**src/rtl/prog_fetch_unit_if.sv**
```systemverilog
// Bus between the program fetch unit, its instruction ROM and the 9-bit processor.
// The fetch unit is the master: it drives the ROM address, the processor's DIN/Run
// and the status flags. The slave side is the ROM/processor/control environment.
interface prog_fetch_unit_if #(
  parameter int ADDR_W = 5,
  parameter int DATA_W = 9
);
  // Control and processor handshake
  logic              Start;
  logic              Loop;
  logic              Done;
  // Synchronous instruction ROM
  logic [DATA_W-1:0] rom_q;
  logic [ADDR_W-1:0] rom_addr;
  // Processor data path and status
  logic [DATA_W-1:0] DIN;
  logic              Run;
  logic              Busy;
  logic              Halted;
  logic              Error;
  logic [ADDR_W-1:0] pc;

  modport master (
    input  Start, Loop, Done, rom_q,
    output rom_addr, DIN, Run, Busy, Halted, Error, pc
  );

  modport slave (
    output Start, Loop, Done, rom_q,
    input  rom_addr, DIN, Run, Busy, Halted, Error, pc
  );
endinterface

```
**src/rtl/prog_fetch_unit.sv**
```systemverilog
// Instruction sequencer for the 9-bit bus processor. Owns the program counter,
// addresses a 1-cycle-latency instruction ROM, issues each word on DIN with a
// single-cycle Run pulse, supplies the mvi immediate and waits for Done before
// moving on. A watchdog flags a processor that never reports Done.
module prog_fetch_unit #(
  parameter int ADDR_W    = 5,
  parameter int DATA_W    = 9,
  parameter int LAST_ADDR = 31,
  parameter int MAX_EXEC  = 8
) (
  input  logic               Clock,
  input  logic               Resetn,
  prog_fetch_unit_if.master  bus
);

  typedef enum logic [1:0] {
    S_IDLE  = 2'd0,
    S_FETCH = 2'd1,
    S_ISSUE = 2'd2,
    S_EXEC  = 2'd3
  } state_t;

  localparam logic [ADDR_W-1:0] LAST     = ADDR_W'(LAST_ADDR);
  localparam logic [3:0]        WD_LIMIT = 4'(MAX_EXEC - 1);
  localparam logic [2:0]        OP_MVI   = 3'b001;

  state_t            state_q, state_d;
  logic [ADDR_W-1:0] pc_q, pc_d;
  logic [ADDR_W-1:0] rom_addr_q, rom_addr_d;
  logic [3:0]        wd_q, wd_d;
  logic              is_mvi_q, is_mvi_d;
  logic              halted_q, halted_d;
  logic              error_q, error_d;

  // Address arithmetic wraps naturally modulo 2**ADDR_W.
  logic [ADDR_W-1:0] pc_plus1;
  logic [ADDR_W-1:0] pc_plus2;
  logic [ADDR_W-1:0] pc_step;
  logic              end_reached;

  assign pc_plus1    = pc_q + ADDR_W'(1);
  assign pc_plus2    = pc_q + ADDR_W'(2);
  assign pc_step     = is_mvi_q ? pc_plus2 : pc_plus1;
  assign end_reached = (pc_q == LAST) || (is_mvi_q && (pc_plus1 == LAST));

  // State and datapath registers; every one is reset so a mid-instruction reset is clean.
  always_ff @(posedge Clock or negedge Resetn) begin
    if (!Resetn) begin
      state_q    <= S_IDLE;
      pc_q       <= '0;
      rom_addr_q <= '0;
      wd_q       <= '0;
      is_mvi_q   <= 1'b0;
      halted_q   <= 1'b0;
      error_q    <= 1'b0;
    end else begin
      // NOTE: non-blocking assignments so every register samples the pre-edge values.
      state_q    <= state_d;
      pc_q       <= pc_d;
      rom_addr_q <= rom_addr_d;
      wd_q       <= wd_d;
      is_mvi_q   <= is_mvi_d;
      halted_q   <= halted_d;
      error_q    <= error_d;
    end
  end

  // Next-state and next-register logic for the fetch/issue/execute sequence.
  always_comb begin
    // NOTE: hold-value defaults first, so no path through the case can infer a latch.
    state_d    = state_q;
    pc_d       = pc_q;
    rom_addr_d = rom_addr_q;
    wd_d       = wd_q;
    is_mvi_d   = is_mvi_q;
    halted_d   = halted_q;
    error_d    = error_q;

    case (state_q)
      S_IDLE: begin
        if (bus.Start) begin
          state_d    = S_FETCH;
          halted_d   = 1'b0;
          error_d    = 1'b0;
          rom_addr_d = pc_q;
        end
      end

      S_FETCH: begin
        // The ROM captures pc during FETCH, so the instruction appears in ISSUE.
        // Presenting pc+1 during ISSUE makes the following word (the mvi
        // immediate) valid on rom_q from the first EXEC cycle onward.
        state_d    = S_ISSUE;
        rom_addr_d = pc_plus1;
      end

      S_ISSUE: begin
        state_d  = S_EXEC;
        is_mvi_d = (bus.rom_q[DATA_W-1 -: 3] == OP_MVI);
        wd_d     = '0;
      end

      S_EXEC: begin
        // Done takes priority over a watchdog expiry in the same cycle.
        if (bus.Done) begin
          if (!bus.Loop && end_reached) begin
            halted_d = 1'b1;
            pc_d     = '0;
            state_d  = S_IDLE;
          end else begin
            pc_d       = pc_step;
            rom_addr_d = pc_step;
            state_d    = S_FETCH;
          end
        end else if (wd_q == WD_LIMIT) begin
          error_d = 1'b1;
          state_d = S_IDLE;
        end else begin
          wd_d = wd_q + 4'd1;
        end
      end
    endcase
  end

  // Processor-facing outputs decode straight from state so reset clears them at once.
  assign bus.Run      = (state_q == S_ISSUE);
  assign bus.Busy     = (state_q != S_IDLE);
  assign bus.DIN      = ((state_q == S_ISSUE) || (state_q == S_EXEC)) ? bus.rom_q : '0;
  assign bus.rom_addr = rom_addr_q;
  assign bus.pc       = pc_q;
  assign bus.Halted   = halted_q;
  assign bus.Error    = error_q;

endmodule

```
**src/flat_wrapper.sv**
```systemverilog
// flat-port wrapper written by rule: the top's interface ports become plain ports
module prog_fetch_unit_flat 
#(
  parameter int ADDR_W    = 5,
  parameter int DATA_W    = 9,
  parameter int LAST_ADDR = 31,
  parameter int MAX_EXEC  = 8
)
  (Clock, Resetn, bus_Start, bus_Loop, bus_Done, bus_rom_q, bus_rom_addr, bus_DIN, bus_Run, bus_Busy, bus_Halted, bus_Error, bus_pc);
  prog_fetch_unit_if #(.ADDR_W(ADDR_W), .DATA_W(DATA_W)) bus_i ();
  input  logic Clock;
  input  logic Resetn;
  input wire logic [$bits(bus_i.Start)-1:0] bus_Start;
  input wire logic [$bits(bus_i.Loop)-1:0] bus_Loop;
  input wire logic [$bits(bus_i.Done)-1:0] bus_Done;
  input wire logic [$bits(bus_i.rom_q)-1:0] bus_rom_q;
  output wire logic [$bits(bus_i.rom_addr)-1:0] bus_rom_addr;
  output wire logic [$bits(bus_i.DIN)-1:0] bus_DIN;
  output wire logic [$bits(bus_i.Run)-1:0] bus_Run;
  output wire logic [$bits(bus_i.Busy)-1:0] bus_Busy;
  output wire logic [$bits(bus_i.Halted)-1:0] bus_Halted;
  output wire logic [$bits(bus_i.Error)-1:0] bus_Error;
  output wire logic [$bits(bus_i.pc)-1:0] bus_pc;
  assign bus_i.Start = bus_Start;
  assign bus_i.Loop = bus_Loop;
  assign bus_i.Done = bus_Done;
  assign bus_i.rom_q = bus_rom_q;
  assign bus_rom_addr = bus_i.rom_addr;
  assign bus_DIN = bus_i.DIN;
  assign bus_Run = bus_i.Run;
  assign bus_Busy = bus_i.Busy;
  assign bus_Halted = bus_i.Halted;
  assign bus_Error = bus_i.Error;
  assign bus_pc = bus_i.pc;
  prog_fetch_unit #(.ADDR_W(ADDR_W), .DATA_W(DATA_W), .LAST_ADDR(LAST_ADDR), .MAX_EXEC(MAX_EXEC)) u_core (.Clock(Clock), .Resetn(Resetn), .bus(bus_i));
endmodule
```
**config.mk**
```make
export PLATFORM = sky130hd
export DESIGN_NAME = prog_fetch_unit_flat
export DESIGN_NICKNAME = d
export VERILOG_FILES = /design/src/rtl/prog_fetch_unit_if.sv /design/src/rtl/prog_fetch_unit.sv /design/src/flat_wrapper.sv
export SDC_FILE = /design/constraint.sdc
export NUM_CORES = 1
export LEC_CHECK = 0
export CORE_MARGIN = 4
export CORE_UTILIZATION = 55
export CTS_CLUSTER_DIAMETER = 80
export CTS_CLUSTER_SIZE = 12
export DETAILED_ROUTE_END_ITERATION = 6
export DONT_BUFFER_PORTS = 1
export GPL_TIMING_DRIVEN = 0
export PLACE_DENSITY = 0.7
export SYNTH_ARGS = -nofsm -noshare
export SYNTH_HDL_FRONTEND = slang
export SYNTH_SLANG_ARGS = --single-unit
```
**constraint.sdc**
```tcl
create_clock -name Clock -period 3.3 [get_ports Clock]
set_input_delay 0.66 -clock Clock [delete_from_list [all_inputs] [get_ports Clock]]
set_output_delay 0.66 -clock Clock [all_outputs]
set_load 0.01 [all_outputs]
```
**The metal 1 layer**

The bar under the picture is 20 um long. Supply wires on this layer in gray.
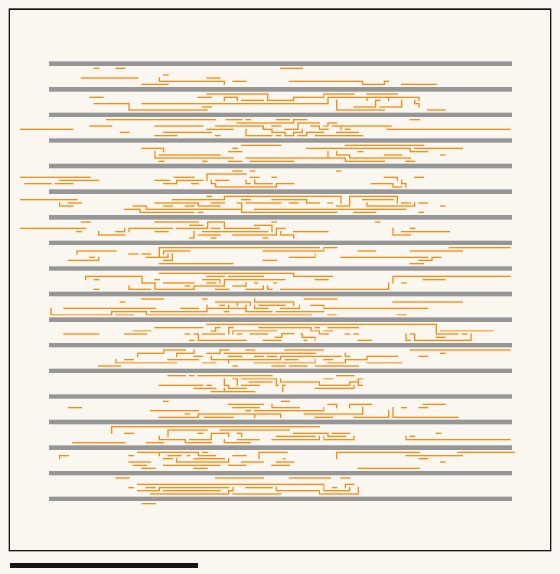
wire length on this layer: 1420 um
share of all routed wire: 47%
met1 usage: 26.92%
DRT Wirelength: 3047 um
routed vias: 1123

==> results.toml <==
# yosys + openroad results
[routing]
postRouteAntennaNets = 0
routedWlPerCell_um = 16.83
vias_per_cell = 6.204
drc_errors = 0
drt_iter0_drc = 25

[grt]
overflow = 0
grt_usage_pct = 19.92
grt_max_degree = 20
grt_pass1_vias = 1114

[sta]
tns_ns = 0
rsz0062_at_grt = "no"
hold_violations = 0
slew_headroom_pct = 64.13
post-route-min-period_ns = 2.749

[yosys]
avgSynthCellArea_sq_um = 9.002
syn_area_sq_um = 1341
top_cell_area_share_pct = 35.45
area_leaders = "dfrtp_1 35%, ha_1 8.4%, mux2_4 5.6%"
floorplan.nets = 172
ys_cells = 149

[die]
die_width_um = 57.39
core-area_sq_um = 2276
ios = 37
die-area_sq_um = 3293
die_y_um = 57.39
initial_utilization_pct = 58.93

[power_and_ir_drop]
p_clk_uw = 122
power_uw = 1542
pg_seq_uw = 447
p_sw_share_pct = 48.79
powerComb_uw = 972
comb_power_share_pct = 63.1
power_frac_seq_pct = 29.0
largestPowerGroup = "combinational cells"
clkPwrFrac_pct = 7.9
p_leak_uw = 0.0006283

[layout]
area_growth_pct = 4.571
antenna_cells = 0
comb_area_sq_um = 794.5
regArea_sq_um = 475.5
drive_gt1_share_pct = 9.804

[job]
drv_cap = 0
warning_count = 30

[worst_setup_path]
cp.arrival_ns = 2.09
reg2regPathDepth = 8
cp-start-kind = "register"

[clock_network]
cts.sinks = 19
hold_buffers = 0
cts_buffers = 3
clk_pin_slew_ns = 0.11
clockBufferDepth = 2

[run_status]
status = "completed"

[placed_design]
post-place-ws_ns = 0.6386
place_congestion = 0.7990
**Signal wires on met2**

The bar under the picture is 20 um long.
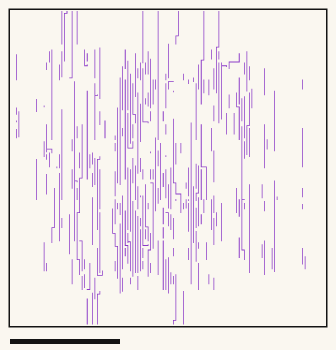
longest straight run: 29.2 um
wire length on this layer: 1400 um
global-route met2 utilization: 32.26%

[synth_stat cells]
library cell	n
ha_1	9
nand4_1	1
o21ai_0	11
and3_1	2
a21oi_1	13
o2bb2ai_1	1
nand2b_1	1
nand4bb_1	1
nor2_1	10
buf_4	2
a41oi_1	2
or2_2	1
xnor2_1	2
nor2b_1	11
o22ai_1	1
mux2i_1	1
inv_1	10
nor3_1	1
clkbuf_1	4
dfrtp_1	19
o221ai_1	2
and3b_1	1
a21oi_2	1
a211o_4	1
o211ai_2	1
xor2_1	3
nand2_1	16
a31oi_1	2
and2_1	1
buf_1	1
a32o_1	1
o31ai_1	1
a22o_1	5
a221o_1	1
mux2_2	1
mux2_4	5
a21boi_0	1
nand3_1	1
nor3b_1	1
[critical path: stages (launching register included)]
cell and delay [ns]:
dfrtp_1 0.45, ha_1 0.25, clkbuf_1 0.25, nor2_1 0.29, clkbuf_1 0.38, nor2b_1 0.16
[path summary, 6_finish.rpt]
check / to / startpoint / slack (ns)
worst max-delay path: bus_DIN[4] / u_core.state_q[0] / 0.55
worst min-delay path: u_core.bus.pc[4] / Resetn / 0.04
worst max register to register: u_core.bus.rom_addr[0] / u_core.bus.pc[1] / 0.59
worst min register to register: u_core.wd_q[3] / u_core.wd_q[3] / 0.57
max in group asynchronous: u_core.bus.Error / Resetn / 3.19
min in group Clock: u_core.is_mvi_q / bus_rom_q[6] / 0.55
[per-layer routing]
metal  share of wire [%]  vias up  GRT usage, %
met5                   0        -             0
met4                0.95        0         4.967
met3                 6.4        5         4.299
met2                  46       41         32.26
met1                  47      544         26.92
li1                    -      533             -
[flip-flops by register name, summed over array words and instances (netlist names)]
register	count
u_core.bus.pc	5
u_core.bus.rom_addr	5
u_core.wd_q	4
u_core.state_q	2
u_core.bus.Error	1
u_core.bus.Halted	1
u_core.is_mvi_q	1
[kinds of logic (layout without fill, tap and decap cells)]
logic type	Yosys count	in the layout	share of synthesized area (%)
AND-OR/OR-AND	44	44	22.39
XOR/XNOR	5	5	3.266
adder cells (fa/ha/maj)	9	9	8.396
buffers and inverters	17	21	5.317
flip-flops	19	19	35.45
multiplexers	7	7	7.183
AND/OR/NAND/NOR	48	48	18.01
[cells in the final DEF, fill, tap and decap left out, types with 2 or more instances in the layout]
cell	instances
and3_1	2
xor2_1	3
xnor2_1	2
nand2_1	16
a21oi_1	13
a22o_1	5
inv_1	10
mux2_4	5
nor2b_1	11
dfrtp_1	19
clkbuf_1	5
o21ai_0	11
clkbuf_4	3
buf_4	2
o221ai_1	2
a31oi_1	2
ha_1	9
a41oi_1	2
nor2_1	10
[metrics by stage]
stage / hold WS, ns / util [%] / instance area, sq um / std cells
3_3_place_gp: 0.3649 / 60.47 / 1376 / 177
4_1_cts: 0.03169 / 61.63 / 1403 / 181
3_5_place_dp: 0.3649 / 60.47 / 1376 / 177
6_report: 0.03649 / 61.63 / 1403 / 181
2_1_floorplan: 0.3644 / - / 1341 / 149
5_1_grt: 0.01427 / 61.63 / 1403 / 181
[final cells by class]
cell class / instances / share of cell area (%)
sequential: 19 / 33.90
inverter: 10 / 2.676
buffer: 7 / 2.409
clock buffer: 4 / 1.873
multi-input combinational: 113 / 56.65
tap: 28 / 2.498
